**config.mk**
```make
export PLATFORM = sky130hd
export DESIGN_NAME = multicycle_controller
export DESIGN_NICKNAME = d
export VERILOG_FILES = /design/src/rtl/multicycle_controller.sv
export SDC_FILE = /design/constraint.sdc
export NUM_CORES = 1
export LEC_CHECK = 0
export CAP_MARGIN = 0
export CORE_MARGIN = 1.5
export CORE_UTILIZATION = 45
export CTS_BUF_LIST = sky130_fd_sc_hd__clkbuf_4 sky130_fd_sc_hd__clkbuf_8
export DETAILED_ROUTE_END_ITERATION = 12
export GPL_ROUTABILITY_DRIVEN = 0
export HOLD_SLACK_MARGIN = 0.06
export PLACE_DENSITY = 0.76
export SLEW_MARGIN = 20
export SYNTH_ARGS = -nofsm -noshare
export SYNTH_HDL_FRONTEND = slang
export SYNTH_SLANG_ARGS = --single-unit
```
**constraint.sdc**
```tcl
create_clock -name clk -period 2.3 [get_ports clk]
set_clock_uncertainty 0.1 [all_clocks]
set_input_delay 0.575 -clock clk [delete_from_list [all_inputs] [get_ports clk]]
set_output_delay 0.575 -clock clk [all_outputs]
set_load 0.03 [all_outputs]
```
**src/rtl/multicycle_controller.sv**
```systemverilog
// multicycle_controller
//   Multi-cycle RV32I control unit. Steps each instruction through
//   FETCH / DECODE / EXECUTE / MEM / WB. MEM_LAT adds wait cycles to
//   every memory access, so FETCH, MEMREAD and MEMWRITE each last
//   MEM_LAT+1 cycles. Supports lw, sw, R-type, I-type ALU, beq and jal.
//   Any other opcode parks the FSM in TRAP with the sticky illegal flag
//   set until reset.
//
// Parameters
//   MEM_LAT  extra wait cycles per memory access
//   CNT_W    wait-counter width (2**CNT_W must exceed MEM_LAT)
//
// Ports
//   clk, rst    clock; synchronous active-high reset
//   Op          opcode field of the current IR
//   zero        ALU zero flag (beq decision)
//   PCWrite     PC enable         AdrSrc    0=PC, 1=ALUOut
//   MemWrite    store strobe      IRWrite   IR / OldPC enable
//   ResultSrc   00=ALUOut 01=Data 10=ALUResult
//   ALUSrcA     00=PC 01=OldPC 10=RD1
//   ALUSrcB     00=RD2 01=Imm 10=4
//   ALUOp       00=add 01=sub 10=funct
//   ImmSrc      00=I 01=S 10=B 11=J
//   RegWrite    register-file write enable
//   illegal     sticky illegal-opcode flag
//   state       current FSM state
module multicycle_controller #(
   parameter int unsigned MEM_LAT = 0,
   parameter int unsigned CNT_W   = 4
) (
   input  logic       clk,
   input  logic       rst,
   input  logic [6:0] Op,
   input  logic       zero,
   output logic       PCWrite,
   output logic       AdrSrc,
   output logic       MemWrite,
   output logic       IRWrite,
   output logic [1:0] ResultSrc,
   output logic [1:0] ALUSrcA,
   output logic [1:0] ALUSrcB,
   output logic [1:0] ALUOp,
   output logic [1:0] ImmSrc,
   output logic       RegWrite,
   output logic       illegal,
   output logic [3:0] state
);

   localparam logic [6:0] OP_LW  = 7'b0000011;
   localparam logic [6:0] OP_SW  = 7'b0100011;
   localparam logic [6:0] OP_R   = 7'b0110011;
   localparam logic [6:0] OP_I   = 7'b0010011;
   localparam logic [6:0] OP_BEQ = 7'b1100011;
   localparam logic [6:0] OP_JAL = 7'b1101111;

   localparam logic [CNT_W-1:0] LAT = CNT_W'(MEM_LAT);

   typedef enum logic [3:0] {
      FETCH    = 4'd0,
      DECODE   = 4'd1,
      MEMADR   = 4'd2,
      MEMREAD  = 4'd3,
      MEMWB    = 4'd4,
      MEMWRITE = 4'd5,
      EXECR    = 4'd6,
      EXECI    = 4'd7,
      ALUWB    = 4'd8,
      BEQ      = 4'd9,
      JAL      = 4'd10,
      TRAP     = 4'd11
   } state_t;

   state_t           cur;
   state_t           nxt;
   logic [CNT_W-1:0] cnt;
   logic             done;
   logic             mem_state;
   logic             pc_update;
   logic             branch;
   logic             ir_write;
   logic             mem_write;
   logic             reg_write;

   assign done      = (cnt == LAT);
   assign mem_state = (cur == FETCH) || (cur == MEMREAD) || (cur == MEMWRITE);

   // Counter restarts on every state change, so each memory state
   // begins its wait from zero.
   always_ff @(posedge clk) begin
      if (rst) begin
         cur     <= FETCH;
         cnt     <= '0;
         illegal <= 1'b0;
      end else begin
         cur <= nxt;
         if (nxt != cur) begin
            cnt <= '0;
         end else if (mem_state) begin
            cnt <= cnt + CNT_W'(1);
         end
         if (nxt == TRAP) begin
            illegal <= 1'b1;
         end
      end
   end

   always_comb begin
      nxt       = cur;
      pc_update = 1'b0;
      branch    = 1'b0;
      ir_write  = 1'b0;
      mem_write = 1'b0;
      reg_write = 1'b0;
      AdrSrc    = 1'b0;
      ResultSrc = 2'b00;
      ALUSrcA   = 2'b00;
      ALUSrcB   = 2'b00;
      ALUOp     = 2'b00;
      case (cur)
         FETCH: begin
            ALUSrcB   = 2'b10;
            ResultSrc = 2'b10;
            if (done) begin
               ir_write  = 1'b1;
               pc_update = 1'b1;
               nxt       = DECODE;
            end
         end
         DECODE: begin
            ALUSrcA = 2'b01;
            ALUSrcB = 2'b01;
            case (Op)
               OP_LW, OP_SW: nxt = MEMADR;
               OP_R:         nxt = EXECR;
               OP_I:         nxt = EXECI;
               OP_BEQ:       nxt = BEQ;
               OP_JAL:       nxt = JAL;
               default:      nxt = TRAP;
            endcase
         end
         MEMADR: begin
            ALUSrcA = 2'b10;
            ALUSrcB = 2'b01;
            nxt     = (Op == OP_LW) ? MEMREAD : MEMWRITE;
         end
         MEMREAD: begin
            AdrSrc = 1'b1;
            if (done) nxt = MEMWB;
         end
         MEMWRITE: begin
            AdrSrc = 1'b1;
            // Strobe only in the final wait cycle: one write per store.
            if (done) begin
               mem_write = 1'b1;
               nxt       = FETCH;
            end
         end
         MEMWB: begin
            ResultSrc = 2'b01;
            reg_write = 1'b1;
            nxt       = FETCH;
         end
         EXECR: begin
            ALUSrcA = 2'b10;
            ALUOp   = 2'b10;
            nxt     = ALUWB;
         end
         EXECI: begin
            ALUSrcA = 2'b10;
            ALUSrcB = 2'b01;
            ALUOp   = 2'b10;
            nxt     = ALUWB;
         end
         ALUWB: begin
            reg_write = 1'b1;
            nxt       = FETCH;
         end
         BEQ: begin
            ALUSrcA = 2'b10;
            ALUOp   = 2'b01;
            branch  = 1'b1;
            nxt     = FETCH;
         end
         JAL: begin
            ALUSrcA   = 2'b01;
            ALUSrcB   = 2'b10;
            pc_update = 1'b1;
            nxt       = ALUWB;
         end
         TRAP:    nxt = TRAP;
         default: nxt = FETCH;
      endcase
   end

   // Reset gates every write strobe combinationally, so an aborted
   // instruction cannot commit anything in the reset cycle.
   assign PCWrite  = ~rst & (pc_update | (branch & zero));
   assign IRWrite  = ~rst & ir_write;
   assign MemWrite = ~rst & mem_write;
   assign RegWrite = ~rst & reg_write;

   assign ImmSrc = (Op == OP_SW)  ? 2'b01 :
                   (Op == OP_BEQ) ? 2'b10 :
                   (Op == OP_JAL) ? 2'b11 : 2'b00;

   assign state = cur;

endmodule

```
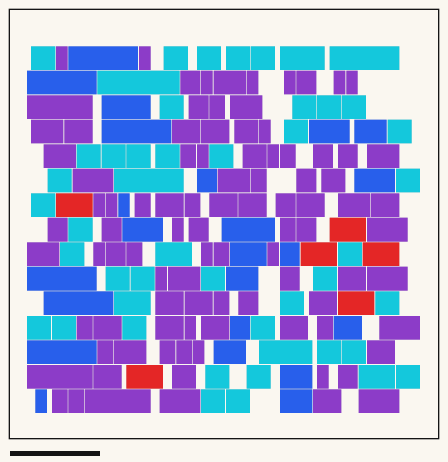
*Sizing map, run 1*
Scale bar: 10 um.
Blue is x2, cells 23, most used dfxtp_2. Cyan is x3 and x4, cells 47, most used buf_4. Red is x6 and larger, cells 6, most used buf_6. Purple is x1 and smaller, cells 94, most used nor2_1.
design area: 1501 sq um
P&R area growth vs syn: 68.54%
Non-CTS buffers: 55
PnR worst setup slack: -59.43 ps

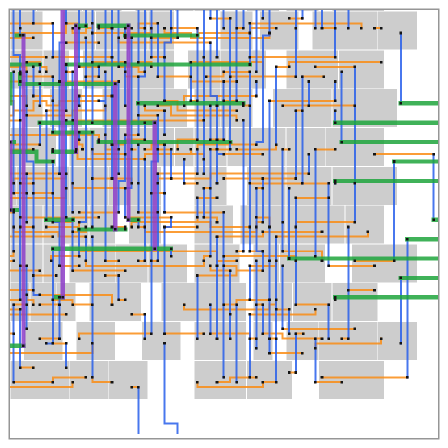
*Zoomed window, run 1*
Region (17, 0) to (47, 30) um. Cells in grey, sequential cells in the stronger grey; small squares are vias.
Blue is M2. Orange is M1. Purple is M4. Green is M3.
Sequential cells in the window: 0. 77 logic cells have their middle in the window. Most frequent: buf_4 (14).

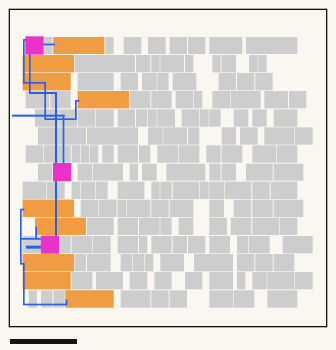
*Routed clock nets over the placement, run 1*
Scale bar: 10 um.
Orange is flip-flops, count 9. Magenta is clock-net drivers, count 3. Blue is clock wires, length 115 um.
There are 4 routed clock nets.
clock share of power: 9.7%
clk_lat worst skew: 260 ps
clock-net power: 0.133 mW

==> results.txt, run 1 <==
Yosys top cell area share: 20.22%
clk slew on worst S/H paths: 60 ps
violated checks: negative setup slack
Routed wire per std cell: 16.64 um
worst vdd ir: 0.7500 mV
most frequent logic cell in the layout: buf_4
final tally of setup violations: 2
leakage: 0.6437 nW
layout net count: 183
cell type with the largest total area: dfxtp_1
Register Area: 187.7 sq um
post-synthesis chip area from yosys: 890.9 sq um
Commonest flop: dfxtp_1
I/O pin total: 30
crit path DAT: 1680 ps
CTS Root Cell: clkbuf_4
Yosys cell types: 46
Setup CP Type: reg2out
most instantiated logic cells after routing: buf_4, nor2_1, nor3_1
final hold violations: 0
vias in the first global route: 1087
Post-Syn Area: 890.9 sq um
Mux area share: 2.247%
Gate Area: 747.0 sq um
Post-route DRC: 0
drt pass-1 iters: 4
routed vias/inst: 6.138
clk sinks: 9
worst slew pin tran: 359.7 ps
Die Span X: 47.50 um
worst hold path class: reg2reg
Synth top cell by count: nor2_1
R2R depth: 10
syn nets: 131
yosys xor share: 5.899%
Max clock buf depth: 2
CTS tree: done
fin. max-slew vios: 0
Pre-Place Util: 49.96%
Post-Synthesis Cells: 119
Cell Rows: 15
Period minus WS final: 2359 ps
Max-Cap Viols: 0
fill count: 103
gr ovfl total: 0
yosys simple share: 38.48%
number of OpenROAD warnings: 30
top post-synthesis cells by area: dfxtp_1, nor2_1, nor3_1, xnor2_1, nor2b_1
Num CTS Buffers: 3
Flops after synth: 9
Setup TNS Final: -116.0 ps
initial antenna violation count: 0
largest net degree at the start of global routing: 13
core area: 1783 sq um
adder share: 2.809%
critical path capture point type: primary output
initial DRC count: 43
fin util: 84.21%
Rel. slew slack: 75.83%
Max FO, Critical Path: 2
Top logic family: simple AND/OR/NAND/NOR gates
DRT antenna net count: 0
CP startpoint kind: register
synthesized area per cell: 7.486 sq um
share of post-route cells with drive strength above 1: 44.71%
die height: 47.50 um
top cells by count: nor2_1, nor3_1, dfxtp_1
# H-tree levels: 1
chip area: 2256 sq um
Total GRT Usage: 31.76%
Crit path required time: 1620 ps
status: finished, violations left
hold buffers post-CTS: 0
maximum clock frequency: 0.4238 GHz
RSZ-0062 raised after global routing: true
via count: 1197
Yosys Instances: 119
Post-synth ARST share: 0%
PnR worst setup slack: -59.43 ps
hold path depth: 2
ao+oa area frac: 23.17%
Power Density: 912.5 nW/um^2
Synth Seq Share: 20.22%
routed wire length: 3245 um
n_diodes: 0
[run 1: per-layer routing]
metal,vias up,global-route usage (%),share of wire [%]
met3,23,3.774,7.7
met2,82,53.24,48
li1,547,-,-
met1,545,40.37,40
met5,-,0,0
met4,0,15.00,4.8
[run 1: per-stage QoR]
step / area (sq um) / instances / total power, mW
after floorplan: 934.6 / 119 / 0.8453
after global placement: 1324 / 184 / 1.145
after detailed placement: 1324 / 184 / 1.154
after CTS: 1446 / 194 / 1.320
after global routing: 1501 / 195 / 1.449
final: 1501 / 195 / 1.370
[run 1: logic make-up (layout without fill, tap and decap cells)]
group,after synthesis,count (layout)
AND/OR/NAND/NOR,59,59
adder cells (fa/ha/maj),2,2
flip-flops,9,9
multiplexers,2,2
AND-OR/OR-AND,26,26
XOR/XNOR,6,6
buffers and inverters,15,66
[run 1: critical path: stages, from the launching register on]
cell	delay [ps]
dfxtp_2	320
inv_2	80
ha_4	130
or3b_4	400
nor2_4	120
a22oi_2	90
nor3_2	100
buf_4	170
[run 1: flip-flops by register name, summed over array words and instances, names as in the netlist]
name and flops:
cnt 4, illegal 1, state 4
[run 1: area by class of cell]
cell class,count,area share [%]
Sequential cell,9,12.50
Clock buffer,4,2.000
Multi-Input combinational cell,95,49.75
Tap cell,25,2.083
Timing Repair Buffer,55,31.92
Inverter,7,1.750
[run 1: final timing paths]
kind / to / start
worst max-delay path: PCWrite / cnt[1]
worst min-delay path: illegal / illegal
worst max register to register: illegal / cnt[1]
worst min register to register: illegal / illegal
[run 1: report_power, final]
part | internal [mW] | switching (mW)
sequential | 0.187 | 0.0677
combinational | 0.409 | 0.573
clock | 0.0786 | 0.0548
[run 1: what timing repair did]
item                                    CTS  global route
cloned                                    0             0
resized                                  18            16
buffers inserted                          6             1
pin swaps                                 5             5
endpoints found under the setup margin    4            12
### Met2 routing, run 1

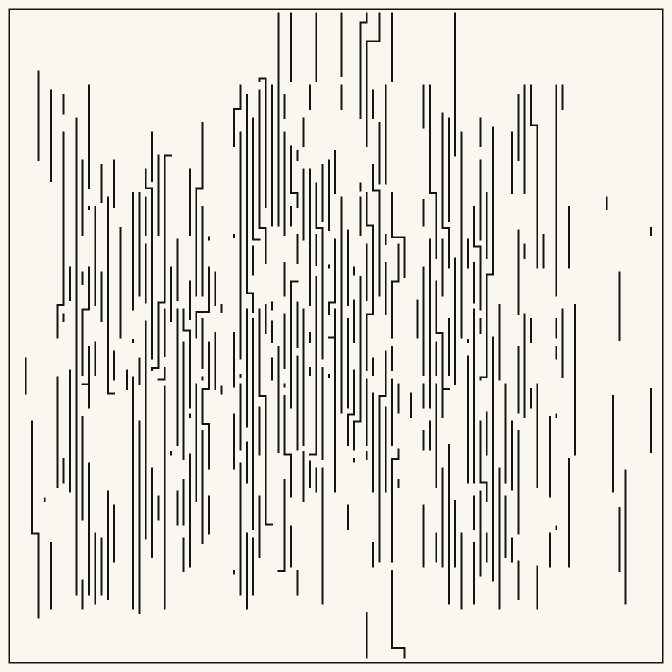

==> inputs of run 2 (changes only) <==
Settings changed: CORE_MARGIN 1.5 to 5, CTS_CLUSTER_SIZE set to 10, SLEW_MARGIN 20 to unset.
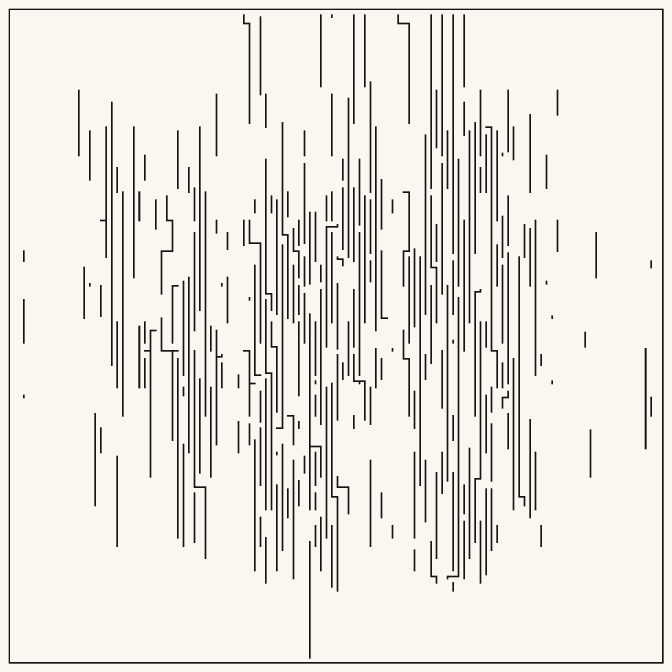
*Met2 routing, run 2*
162 nets have wire on it. The layer carries 1450 um of wire. The longest straight run is 23.3 um. The wires run mostly vertical. The layer holds 49% of the routed length.
routed wire length: 2976 um
GRT met2 Usage: 38.65%

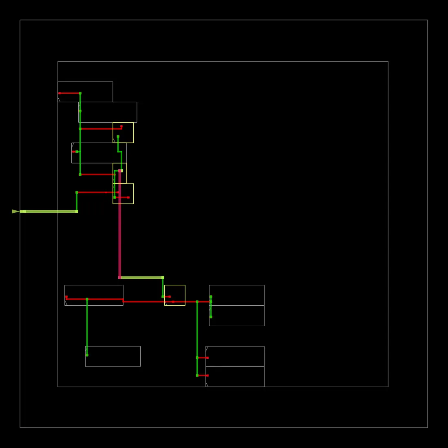
*Clock nets, run 2*
clock-net power: 0.125 mW
sequential cell count: 9
layout clock buffer count: 3

==> run 2 against run 1 <==
The flow still finishes with violations (negative setup slack). Final cell count increased by 1.0%. Critical endpoint unchanged. Clock power shrank 6%. Sequential cell count is the same. Non-clock buffer count unchanged. Setup slack worse by 3.0 ps. Fmax shrank 0.13%. Sequential share of layout area fell by 0.073 points. Global-route usage fell by 9.6 points.
==> results.txt, run 2 <==
gr ovfl total: 0 (unchanged)
die height: 54.50 um (+15%)
via count: 1104 (-7.8%)
synthesized area per cell: 7.486 sq um (unchanged)
Hold Path End: illegal
yosys simple share: 38.48% (unchanged)
Post-route DRC: 0 (unchanged)
most instantiated logic cells after routing: buf_4, nor2_1, nor3_1, xnor2_1
met3 WL: 166 um (-34%)
CTS tree: done
Cell Rows: 16 (+1)
Setup TNS Final: -92.67 ps (+23.36 ps)
CP startpoint: cnt[0]
met3 Resource Use GR: 2.180% (-1.6 points)
fin. max-slew vios: 0 (unchanged)
Setup CP Type: reg2out
Pre-Place Util: 46.35% (-3.6 points)
core area: 1922 sq um (+7.8%)
CTS Root Cell: clkbuf_4
# H-tree levels: 1 (unchanged)
Critical Path, Cell by Cell: inv_2, ha_4, or3b_4, nor2_4, a22oi_2, nor3_2, buf_4
Post-synth ARST share: 0% (unchanged)
sequential power share: 17.7% (-0.9 points)
leakage: 0.6431 nW (about the same)
number of OpenROAD warnings: 30 (unchanged)
Power Total: 1.338 mW (-2.3%)
n_diodes: 0 (unchanged)
violated checks: negative setup slack
status: finished, violations left
vias in the first global route: 1074 (-1.2%)
GR peak layer: met2
DRT antenna net count: 0 (unchanged)
hold path depth: 2 (unchanged)
Power Density: 897.8 nW/um^2 (-1.6%)
Synth top cell by count: nor2_1
clk slew on worst S/H paths: 70 ps (about the same)
share of post-route cells with drive strength above 1: 43.53% (-1.2 points)
DRT met1 WL: 1342 um (+4.5%)
critical path capture point type: primary output
final hold violations: 0 (unchanged)
post-synthesis chip area from yosys: 890.9 sq um (unchanged)
cell count after placement: 186 (+1.1%)
DR top layer: met4
hold buffers post-CTS: 0 (unchanged)
Post-Synthesis Cells: 119 (unchanged)
Hold Startpoint: illegal
final tally of setup violations: 2 (unchanged)
worst path bufs/invs: 2 (unchanged)
Comb power frac: 73.0% (+1.3 points)
Period minus WS final: 2362 ps (+2.980 ps)
clock share of power: 9.3% (-0.4 points)
yosys xor share: 5.899% (unchanged)
top cells by count: nor2_1, nor3_1, dfxtp_1
Synth Seq Share: 20.22% (unchanged)
I/O pin total: 30 (unchanged)
dpl cell area: 1326 sq um (+0.19%)
worst reg2reg endpoint: cnt[0]
PnR worst setup slack: -62.41 ps (-2.980 ps)
Worst path slowest cell: or3b_4
adder share: 2.809% (unchanged)
Routed wire per std cell: 15.11 um (-9.2%)
run 2: netlist changes by cell type in the layout (fill, tap and decap cells not counted), moves of 2 or more:
cell,delta
buf_4,+2
nand2b_2,+2
nand2b_1,-2
buf_6,-2
dfxtp_1,+2
dfxtp_2,-2
run 2: cell families after synthesis:
logic type                 after synthesis
AOI/OAI and AO/OA                       26
xor gates and xnor gates                 6
adders and majority gates                2
buffers and inverters                   15
DFF                                      9
muxes                                    2
and+or+nand+nor                         59
run 2: worst register-to-register path: cells and delay by family (launching register included):
kind                       cells  cell delay [ps]
AOI/OAI and AO/OA              2              480
adders and majority gates      1              130
buffers and inverters          4              360
DFF                            1              330
and+or+nand+nor                3              620
run 2: worst max-delay path by stage:
stage,to,cells past startpoint
floorplan,RegWrite,4
global placement,ImmSrc[0],4
detailed placement,ImmSrc[0],4
CTS,MemWrite,6
global route,PCWrite,7
finish,PCWrite,7
run 2: area by class of cell:
cell class / count / area, sq um
clock inverters: 1 / 5.005
repair buffers: 55 / 470.5
inverters: 7 / 26.28
well taps: 27 / 33.78
multi-input cells: 95 / 747.0
clock buffers: 3 / 22.52
fillers: 144 / 431.7
flip-flops and latches: 9 / 185.2
run 2: repair_timing:
item / 4_1_cts / 5_1_grt
buffers inserted: 6 / 1
endpoints found under the hold margin: 0 / 0
endpoints found under the setup margin: 6 / 11
pin swaps: 1 / 2
gates resized: 21 / 10
run 2: power groups by stage:
stage,clock [mW],sequential (mW),combinational (mW)
3_5_place_dp,0,0.235,0.909
4_1_cts,0.126,0.233,0.960
2_1_floorplan,0,0.251,0.594
6_report,0.125,0.237,0.976
3_3_place_gp,0,0.233,0.899
5_1_grt,0.135,0.245,1.05
### Zoomed window, run 2

Region (24, 0) to (54, 30) um. Cells in grey, sequential cells in the stronger grey; small squares are vias.
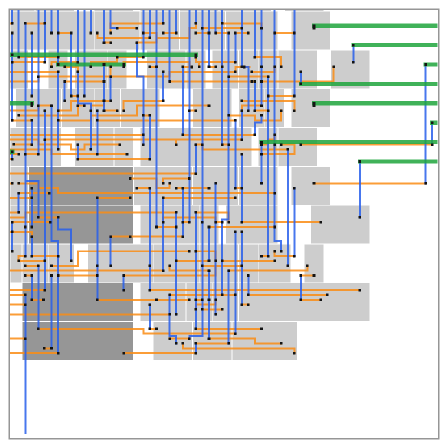

==> inputs of run 3 (changes only) <==
Settings changed: CORE_ASPECT_RATIO set to 1.5.
Clock period 2.3 ns to 2.7 ns, I/O delays scaled along.
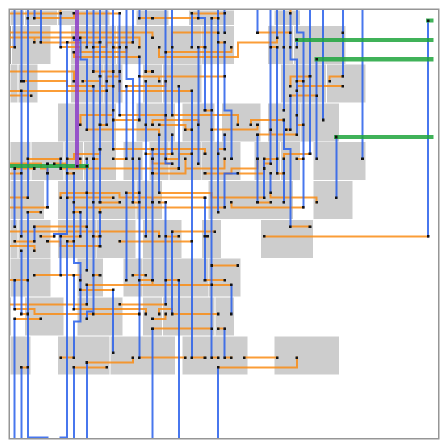
*Zoomed window, run 3*
Region (16, 1) to (46, 31) um. Cells in grey, sequential cells in the stronger grey; small squares are vias.
Purple is M4. Orange is M1. Green is M3. Blue is M2.
Sequential cells in the window: 0. Most frequent: nor2_1 (8), buf_4 (8), clkdlybuf4s50_1 (6). 54 logic cells have their middle in the window.

==> run 3 against run 2 <==
The flow now finishes without violations. Wire length is 1.0% lower. Total power decreased by 18%. Via count is 5.2% lower. Area after synthesis stayed put. First-iteration DRC count increased by 70%. Critical path type is now in2out. Highest routed layer unchanged.
==> results.txt, run 3 <==
Critical Path, Cell by Cell: clkdlybuf4s50_1, or3_2, a21oi_1, buf_4
vias in the first global route: 1037 (-3.4%)
initial DRC count: 39
yosys xor share: 5.899% (unchanged)
Max clock buf depth: 2
Post-route DRC: 0 (unchanged)
clock-net power: 0.113 mW (-10%)
Synth top cell by count: nor2_1
Max-Cap Viols: 0
clk slew on worst S/H paths: 60 ps (about the same)
worst hold path class: reg2reg
adder share: 2.809% (unchanged)
CTS tree: done
# H-tree levels: 1 (unchanged)
cell internal pwr: 0.5549 mW
leakage: 0.5380 nW (-16%)
syn nets: 131
RSZ-0062 raised after global routing: true
IO buf count: 29
die height: 64.49 um (+18%)
DRT antenna net count: 0 (unchanged)
worst vdd ir: 0.5815 mV
most instantiated logic cells after routing: buf_4, clkdlybuf4s50_1, nor2_1, nor3_1, inv_1
CP startpoint kind: primary input
R2R depth: 7
Place WS: 23.50 ps
maximum clock frequency: 0.3759 GHz
top cells by count: nor2_1, nor3_1, dfxtp_1
via count: 1047 (-5.2%)
most frequent logic cell in the layout: buf_4
Die Span X: 46.33 um
fin util: 70.58%
layout net count: 169
Seq group: 0.210 mW (-11%)
period utilization: 98.53%
P&R area growth vs syn: 46.91%
Rel. slew slack: 70.81%
worst slew pin tran: 437.2 ps
status: complete, no violations
cell count after placement: 173 (-7.0%)
synthesized area per cell: 7.486 sq um (unchanged)
Setup CP Type: in2out
clk_lat worst skew: 260 ps
Worst path slowest cell: or3_2
Crit path required time: 1920 ps
Top logic family: simple AND/OR/NAND/NOR gates
Mux area share: 2.247%
ao+oa area frac: 23.17%
Flops after synth: 9
Post-synth EDFFs: 0
CP startpoint: Op[3]
n_diodes: 0 (unchanged)
I/O pin total: 30 (unchanged)
post-synthesis chip area from yosys: 890.9 sq um (unchanged)
gr ovfl total: 0 (unchanged)
Post-synth ARST share: 0% (unchanged)
largest net degree at the start of global routing: 16
initial antenna violation count: 0
CTS Root Cell: clkbuf_4
chip area: 2988 sq um
dpl hpwl: 2343 um
fin. max-slew vios: 0 (unchanged)
Max FO, Critical Path: 2
core area: 1854 sq um (-3.5%)
Setup TNS Final: 0 ps (+92.67 ps)
top post-synthesis cells by area: dfxtp_1, nor2_1, nor3_1, xnor2_1, nor2b_1
Yosys top cell area share: 20.22%
Commonest flop: dfxtp_1
PnR worst setup slack: 39.77 ps (+102.2 ps)
Yosys Instances: 119
Total GRT Usage: 21.47%
Cell Rows: 19 (+3)
Routed wire per std cell: 16.64 um (+10%)
Critical Path Sink: ImmSrc[0]
routed wire length: 2945 um (-1.0%)
number of OpenROAD warnings: 28 (-6.7%)
heaviest power group: combinational cells
Reg2Reg Setup Slack: 660 ps
dpl cell area: 1255 sq um (-5.4%)
switching power: 0.5474 mW
routed vias/inst: 5.915
crit path DAT: 1890 ps
Synthesis Warnings: 0
r2r startpoint: cnt[0]
drt pass-1 iters: 4
Yosys cell types: 46
Power Combinational: 0.780 mW (-20%)
final hold violations: 0 (unchanged)
Synth Seq Share: 20.22% (unchanged)
Power Total: 1.102 mW (-18%)
Worst path depth: 4 (-3)
Sw Share: 49.66%
critical path capture point type: primary output
Comb power frac: 70.7% (-2.3 points)
final tally of setup violations: 0 (-2)
cell type with the largest total area: dfxtp_1
Period minus WS final: 2660 ps
Post-Syn Area: 890.9 sq um
final cell count without fillers: 177
sequential power share: 19.1% (+1.4 points)
worst reg2reg endpoint: cnt[1]
Power Density: 842.2 nW/um^2 (-6.2%)
share of post-route cells with drive strength above 1: 25.64% (-18 points)
design area: 1309 sq um
first-pass GRT wire length: 4830 um
CP peak stage delay: 470 ps
WHS: 353.3 ps
Post-Synthesis Cells: 119 (unchanged)
worst path bufs/invs: 2 (unchanged)
CP top delay family: buffers and inverters
clock share of power: 10.2% (+0.9 points)
yosys simple share: 38.48% (unchanged)
Pre-Place Util: 48.04% (+1.7 points)
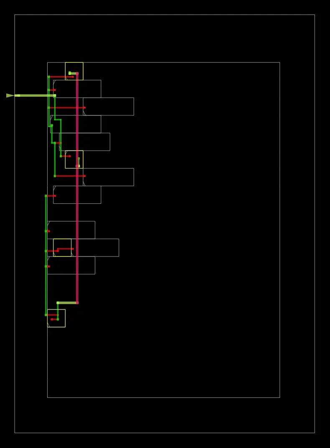
*Clock nets, run 3*
Num CTS Buffers: 3
clk sinks: 9

[run 3: cell counts after synthesis]
No cell type changed its count.
[run 3: cell families (layout without fill, tap and decap cells)]
group / count (synthesis) / count (layout)
flops: 9 / 9
simple gates: 59 / 59
mux: 2 / 2
compound gates: 26 / 26
fa+ha+maj: 2 / 2
xor+xnor: 6 / 6
buf+inv: 15 / 52
[run 3: worst min-delay path by stage]
| stage | to | start | cells past startpoint |
|---|---|---|---|
| after floorplan | cnt[1] | cnt[1] | 2 |
| after global placement | illegal | illegal | 2 |
| after detailed placement | illegal | illegal | 2 |
| after CTS | illegal | illegal | 2 |
| after global routing | illegal | illegal | 2 |
| final | illegal | illegal | 2 |
[run 3: worst reg2reg max path: stages, from the launching register on]
cell and delay, ps:
dfxtp_1 350, inv_1 70, ha_1 150, or3b_4 430
nor2_4 140, o32ai_1 110, o311ai_2 440, nor3_1 130
[run 3: repair_timing]
item,in CTS,in global routing
setup buffers,0,0
hold buffers,0,0
resized,2,9
setup endpoints to repair,3,9
endpoints found under the hold margin,0,0
[run 3: cell type report]
class | instances | area, sq um
multi-input cells | 95 | 671.9
repair buffers | 41 | 369.1
fillers | 162 | 545.5
flip-flops and latches | 9 | 185.2
inverters | 7 | 26.28
clock buffers | 4 | 30.03
well taps | 21 | 26.28
[run 3: routing by layer]
| metal | vias up | GRT usage [%] | wire (um) | share of wire [%] |
|---|---|---|---|---|
| li1 | 513 | - | - | - |
| met1 | 501 | 24.50 | 1063 | 36 |
| met2 | 28 | 37.93 | 1671 | 57 |
| met3 | 5 | 2.770 | 150 | 5.1 |
| met4 | 0 | 8.897 | 60 | 2.0 |
| met5 | - | 0 | 0 | 0 |
Power and IR drop assume default switching activity.
